==> images/metal_density.png <==
18 x 18 tiles, from dark blue (low) to red (high), scaled to the fullest tile. Values are wire area over tile area, all layers added.
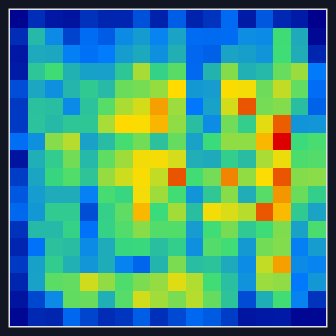
==> images/layer_met4.png <==
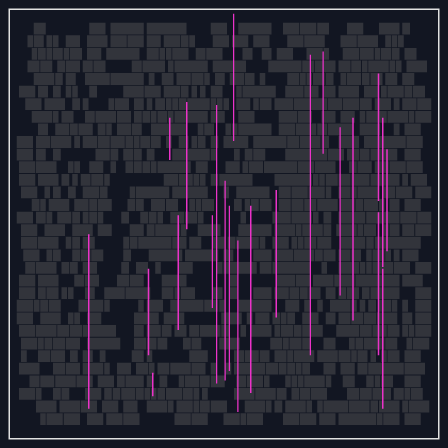
==> src/rtl/wavegen_pkg.sv <==
// Shared definitions for the waveform generator: envelope stage encoding.
package wavegen_pkg;

    localparam int STAGE_WIDTH = 3;

    typedef enum logic [STAGE_WIDTH-1:0] {
        STAGE_IDLE    = 3'd0,
        STAGE_ATTACK  = 3'd1,
        STAGE_DECAY   = 3'd2,
        STAGE_SUSTAIN = 3'd3,
        STAGE_RELEASE = 3'd4
    } stageT;

endpackage

==> src/rtl/adsr_envelope_if.sv <==
// Control and status bundle between the envelope generator and its user.
interface adsr_envelope_if
    import wavegen_pkg::*;
#(
    parameter int WIDTH = 16
) ();

    logic                   tick;
    logic                   trigger;
    logic                   noteRelease;
    logic [WIDTH-1:0]       attackStep;
    logic [WIDTH-1:0]       decayStep;
    logic [WIDTH-1:0]       sustainLevel;
    logic [WIDTH-1:0]       releaseStep;
    logic [WIDTH-1:0]       level;
    logic [STAGE_WIDTH-1:0] stage;
    logic                   active;
    logic                   done;

    modport master (
        output tick, trigger, noteRelease, attackStep, decayStep, sustainLevel, releaseStep,
        input  level, stage, active, done
    );

    modport slave (
        input  tick, trigger, noteRelease, attackStep, decayStep, sustainLevel, releaseStep,
        output level, stage, active, done
    );

endinterface

==> src/rtl/rising_edge_detect.sv <==
// Single-cycle rise detector for pulses that may be stretched over several cycles.
module rising_edge_detect (
    input  logic clock,
    input  logic reset,
    input  logic in,
    output logic rise
);

    logic prev_r;

    // Previous sample; cleared on reset so an input already high counts as an edge
    always_ff @(posedge clock) begin
        if (reset) begin
            prev_r <= 1'b0;
        end else begin
            prev_r <= in;
        end
    end

    assign rise = in & ~prev_r;

endmodule

==> src/rtl/adsr_envelope.sv <==
// ADSR envelope generator: steps a saturating amplitude level once per sample tick,
// driven by edge-detected note-on / note-off pulses.
module adsr_envelope
    import wavegen_pkg::*;
#(
    parameter int WIDTH = 16
) (
    input logic            clock,
    input logic            reset,
    adsr_envelope_if.slave bus
);

    localparam logic [WIDTH-1:0] LEVEL_MAX  = {WIDTH{1'b1}};
    localparam logic [WIDTH-1:0] LEVEL_ZERO = {WIDTH{1'b0}};

    logic             trigRise_s;
    logic             relRise_s;
    stageT            stage_r;
    logic [WIDTH-1:0] level_r;
    logic             active_r;
    logic             done_r;
    logic [WIDTH:0]   attackSum_s;
    logic [WIDTH:0]   decayDiff_s;
    logic [WIDTH:0]   releaseDiff_s;
    logic             attackFull_s;
    logic             decayFull_s;
    logic             releaseEmpty_s;

    rising_edge_detect trigDetect (
        .clock (clock),
        .reset (reset),
        .in    (bus.trigger),
        .rise  (trigRise_s)
    );

    rising_edge_detect relDetect (
        .clock (clock),
        .reset (reset),
        .in    (bus.noteRelease),
        .rise  (relRise_s)
    );

    // One extra bit carries overflow / borrow so every bound saturates instead of wrapping
    always_comb begin
        attackSum_s    = {1'b0, level_r} + {1'b0, bus.attackStep};
        decayDiff_s    = {1'b0, level_r} - {1'b0, bus.decayStep};
        releaseDiff_s  = {1'b0, level_r} - {1'b0, bus.releaseStep};
        attackFull_s   = (attackSum_s >= {1'b0, LEVEL_MAX}) || (bus.attackStep == LEVEL_ZERO);
        decayFull_s    = decayDiff_s[WIDTH] || (decayDiff_s[WIDTH-1:0] <= bus.sustainLevel)
                         || (bus.decayStep == LEVEL_ZERO);
        releaseEmpty_s = releaseDiff_s[WIDTH] || (releaseDiff_s[WIDTH-1:0] == LEVEL_ZERO)
                         || (bus.releaseStep == LEVEL_ZERO);
    end

    // Envelope FSM: edge events pre-empt the tick step for that cycle
    always_ff @(posedge clock) begin
        if (reset) begin
            stage_r  <= STAGE_IDLE;
            level_r  <= LEVEL_ZERO;
            active_r <= 1'b0;
            done_r   <= 1'b0;
        end else begin
            done_r <= 1'b0;
            if (trigRise_s) begin
                stage_r  <= STAGE_ATTACK;
                active_r <= 1'b1;
            end else if (relRise_s && (stage_r inside {STAGE_ATTACK, STAGE_DECAY, STAGE_SUSTAIN})) begin
                stage_r <= STAGE_RELEASE;
            end else if (bus.tick) begin
                case (stage_r)
                    STAGE_ATTACK: begin
                        if (attackFull_s) begin
                            level_r <= LEVEL_MAX;
                            stage_r <= STAGE_DECAY;
                        end else begin
                            level_r <= attackSum_s[WIDTH-1:0];
                        end
                    end
                    STAGE_DECAY: begin
                        if (decayFull_s) begin
                            level_r <= bus.sustainLevel;
                            stage_r <= STAGE_SUSTAIN;
                        end else begin
                            level_r <= decayDiff_s[WIDTH-1:0];
                        end
                    end
                    STAGE_SUSTAIN: begin
                        level_r <= bus.sustainLevel;
                    end
                    STAGE_RELEASE: begin
                        if (releaseEmpty_s) begin
                            level_r  <= LEVEL_ZERO;
                            stage_r  <= STAGE_IDLE;
                            active_r <= 1'b0;
                            done_r   <= 1'b1;
                        end else begin
                            level_r <= releaseDiff_s[WIDTH-1:0];
                        end
                    end
                    STAGE_IDLE: begin
                        level_r <= LEVEL_ZERO;
                    end
                    default: begin
                        level_r  <= LEVEL_ZERO;
                        stage_r  <= STAGE_IDLE;
                        active_r <= 1'b0;
                    end
                endcase
            end else begin
                level_r <= level_r;
            end
        end
    end

    assign bus.level  = level_r;
    assign bus.stage  = stage_r;
    assign bus.active = active_r;
    assign bus.done   = done_r;

endmodule

==> src/flat_wrapper.sv <==
// flat-port wrapper written by rule: the top's interface ports become plain ports
module adsr_envelope_flat import wavegen_pkg::*;
#(
    parameter int WIDTH = 16
)
  (clock, reset, bus_tick, bus_trigger, bus_noteRelease, bus_attackStep, bus_decayStep, bus_sustainLevel, bus_releaseStep, bus_level, bus_stage, bus_active, bus_done);
  adsr_envelope_if #(.WIDTH(WIDTH)) bus_i ();
  input logic clock;
  input logic reset;
  input wire logic [$bits(bus_i.tick)-1:0] bus_tick;
  input wire logic [$bits(bus_i.trigger)-1:0] bus_trigger;
  input wire logic [$bits(bus_i.noteRelease)-1:0] bus_noteRelease;
  input wire logic [$bits(bus_i.attackStep)-1:0] bus_attackStep;
  input wire logic [$bits(bus_i.decayStep)-1:0] bus_decayStep;
  input wire logic [$bits(bus_i.sustainLevel)-1:0] bus_sustainLevel;
  input wire logic [$bits(bus_i.releaseStep)-1:0] bus_releaseStep;
  output wire logic [$bits(bus_i.level)-1:0] bus_level;
  output wire logic [$bits(bus_i.stage)-1:0] bus_stage;
  output wire logic [$bits(bus_i.active)-1:0] bus_active;
  output wire logic [$bits(bus_i.done)-1:0] bus_done;
  assign bus_i.tick = bus_tick;
  assign bus_i.trigger = bus_trigger;
  assign bus_i.noteRelease = bus_noteRelease;
  assign bus_i.attackStep = bus_attackStep;
  assign bus_i.decayStep = bus_decayStep;
  assign bus_i.sustainLevel = bus_sustainLevel;
  assign bus_i.releaseStep = bus_releaseStep;
  assign bus_level = bus_i.level;
  assign bus_stage = bus_i.stage;
  assign bus_active = bus_i.active;
  assign bus_done = bus_i.done;
  adsr_envelope #(.WIDTH(WIDTH)) u_core (.clock(clock), .reset(reset), .bus(bus_i));
endmodule
==> config.mk <==
export PLATFORM = sky130hd
export DESIGN_NAME = adsr_envelope_flat
export DESIGN_NICKNAME = d
export VERILOG_FILES = /design/src/rtl/wavegen_pkg.sv /design/src/rtl/adsr_envelope_if.sv /design/src/rtl/rising_edge_detect.sv /design/src/rtl/adsr_envelope.sv /design/src/flat_wrapper.sv
export SDC_FILE = /design/constraint.sdc
export NUM_CORES = 1
export LEC_CHECK = 0
export CAP_MARGIN = 20
export CORE_MARGIN = 1
export CORE_UTILIZATION = 54
export CTS_CLUSTER_DIAMETER = 100
export DETAILED_ROUTE_END_ITERATION = 6
export PLACE_DENSITY = 0.83
export SLEW_MARGIN = 20
export SYNTH_ARGS = -nofsm -noshare
export SYNTH_HDL_FRONTEND = slang
export SYNTH_SLANG_ARGS = --single-unit
==> constraint.sdc <==
create_clock -name clock -period 5.4 [get_ports clock]
set_input_delay 1.08 -clock clock [delete_from_list [all_inputs] [get_ports clock]]
set_output_delay 1.08 -clock clock [all_outputs]
set_load 0.05 [all_outputs]
==> git commit body <==
Log flow metrics for this revision

- Shortest clock period the worst path allows after layout: 5.30 ns
- Global-route wire length before repair: 24200 µm
* Post-route core utilization: 77.0%
- Number of non-clock inverters: 63
- Synthesized-area fraction occupied by xor and xnor cells: 7.14%
* Hold_ws: 0.494 ns
- Synth Area in Adders: 19.5%
- The via count of the first global-routing pass came to 4869.
* Placement row count: 32
* Post-DR vias/cell: 6.31
- Cell area after technology mapping: 0.00442 mm²
- The initial antenna violation count is 0.
* Compound-gate portion of the synthesized area: 31.5%
* Most used logic cell in the final layout: clkdlybuf4s50_1
- Class of the most critical setup path: in2reg
* GRT Residual Overflow: 0
- Highest fanout seen on the critical path: 5
* Final RePlAce weighted congestion: 0.994
* Storage cell area: 460 µm²
* Combinational gate count: 510
- TritonCTS built the clock tree.
- In the power breakdown, the internal column shows 0.387 mW.
- Portion of total power attributed to combinational logic: 54.4%
- Htree depth: 1
- Per the placement log, port buffering inserted 89 buffers.
* Vertical die size: 92.4 µm
* Largest family of logic cells by area: AND-OR/OR-AND gates
- Number of instances in the synthesized netlist: 605
* Multi-input combinational area share: 64.6%
- Among all cell types in the netlist, the one instantiated most often is ha_1.
- Multiplexer area fraction after synthesis: 3.85%
- The switching component of the power was reported as 0.253 mW.
- Flop share of the area: 7.66%
- Per the post-CTS timing run, clock transition at the registers of the reported paths is 0.09 ns.
- Number of fill cells: 567
* Tapcell Cnt: 102
- The worst-case max-slew headroom was logged as 20.1%.
- In this run, the number of DRC markers left after iteration 0 of detailed routing was 386.
* Sequential share of the synthesized area: 10.4%
* Status: complete, no violations
-- metal_density.png (at the start) --
The mean over all tiles is 0.32. The emptiest ninth of the die: top left. The fullest tile reaches 0.77.
via count of the routed design: 5279
wire per inst: 19.5 µm
All-Layer GR Usage: 36.4%

-- layer_met4.png (at the start) --
The layer carries 717 µm of wire. The layer holds 4.4% of the routed length. The wires run mostly vertical.
final routed wirelength across all metal layers: 16300 µm

==> repair_timing <==
item,in CTS,in global routing
pin swaps,1,20
endpoints found under the hold margin,0,0
cloned,0,1
buffers inserted,2,3
setup endpoints to repair,13,18
hold buffers,0,0
gates resized,4,41
==> per-stage QoR <==
step                cell area, µm²  worst slack (ns)  instances  TNS, ns
floorplan                     4420             0.408        605        0
global placement              5690            -0.303        826    -3.51
detailed placement            5690            -0.476        826    -5.98
CTS                           5770            0.0175        832        0
global route                  6010           -0.0613        836   -0.447
finish                        6010            0.0975        836        0
==> power by group through the flow <==
| stage | sequential, mW | clock, mW | combinational [mW] |
|---|---|---|---|
| 2_1_floorplan | 0.194 | 0 | 0.171 |
| 3_3_place_gp | 0.184 | 0 | 0.312 |
| 3_5_place_dp | 0.184 | 0 | 0.317 |
| 4_1_cts | 0.180 | 0.110 | 0.320 |
| 5_1_grt | 0.181 | 0.118 | 0.375 |
| 6_report | 0.180 | 0.112 | 0.348 |
==> final timing paths <==
| check | endpoint | slack, ns | cells past startpoint |
|---|---|---|---|
| worst min-delay path | u_core.bus.active$_SDFFE_PP0P_ | 0.49 | 2 |
| worst min register to register | u_core.bus.active$_SDFFE_PP0P_ | 0.49 | 2 |
| worst max register to register | u_core.bus.level[3]$_SDFFE_PP0P_ | 0.61 | 20 |
| worst max-delay path | u_core.bus.level[3]$_SDFFE_PP0P_ | 0.1 | 21 |
==> layer usage <==
metal	part of all wire [%]	vias up	global-route usage [%]
li1	-	2513	-
met1	42	2429	45.7
met2	46	286	62.0
met3	8.1	51	3.12
met4	4.4	0	18.2
met5	0	-	0
==> worst min-delay path: stages (launching register included) <==
cell and delay, ns:
dfxtp_1 0.33, nand2_1 0.05, a21oi_1 0.06
Power figures rest on the tool's default switching activity, not on a simulated workload.
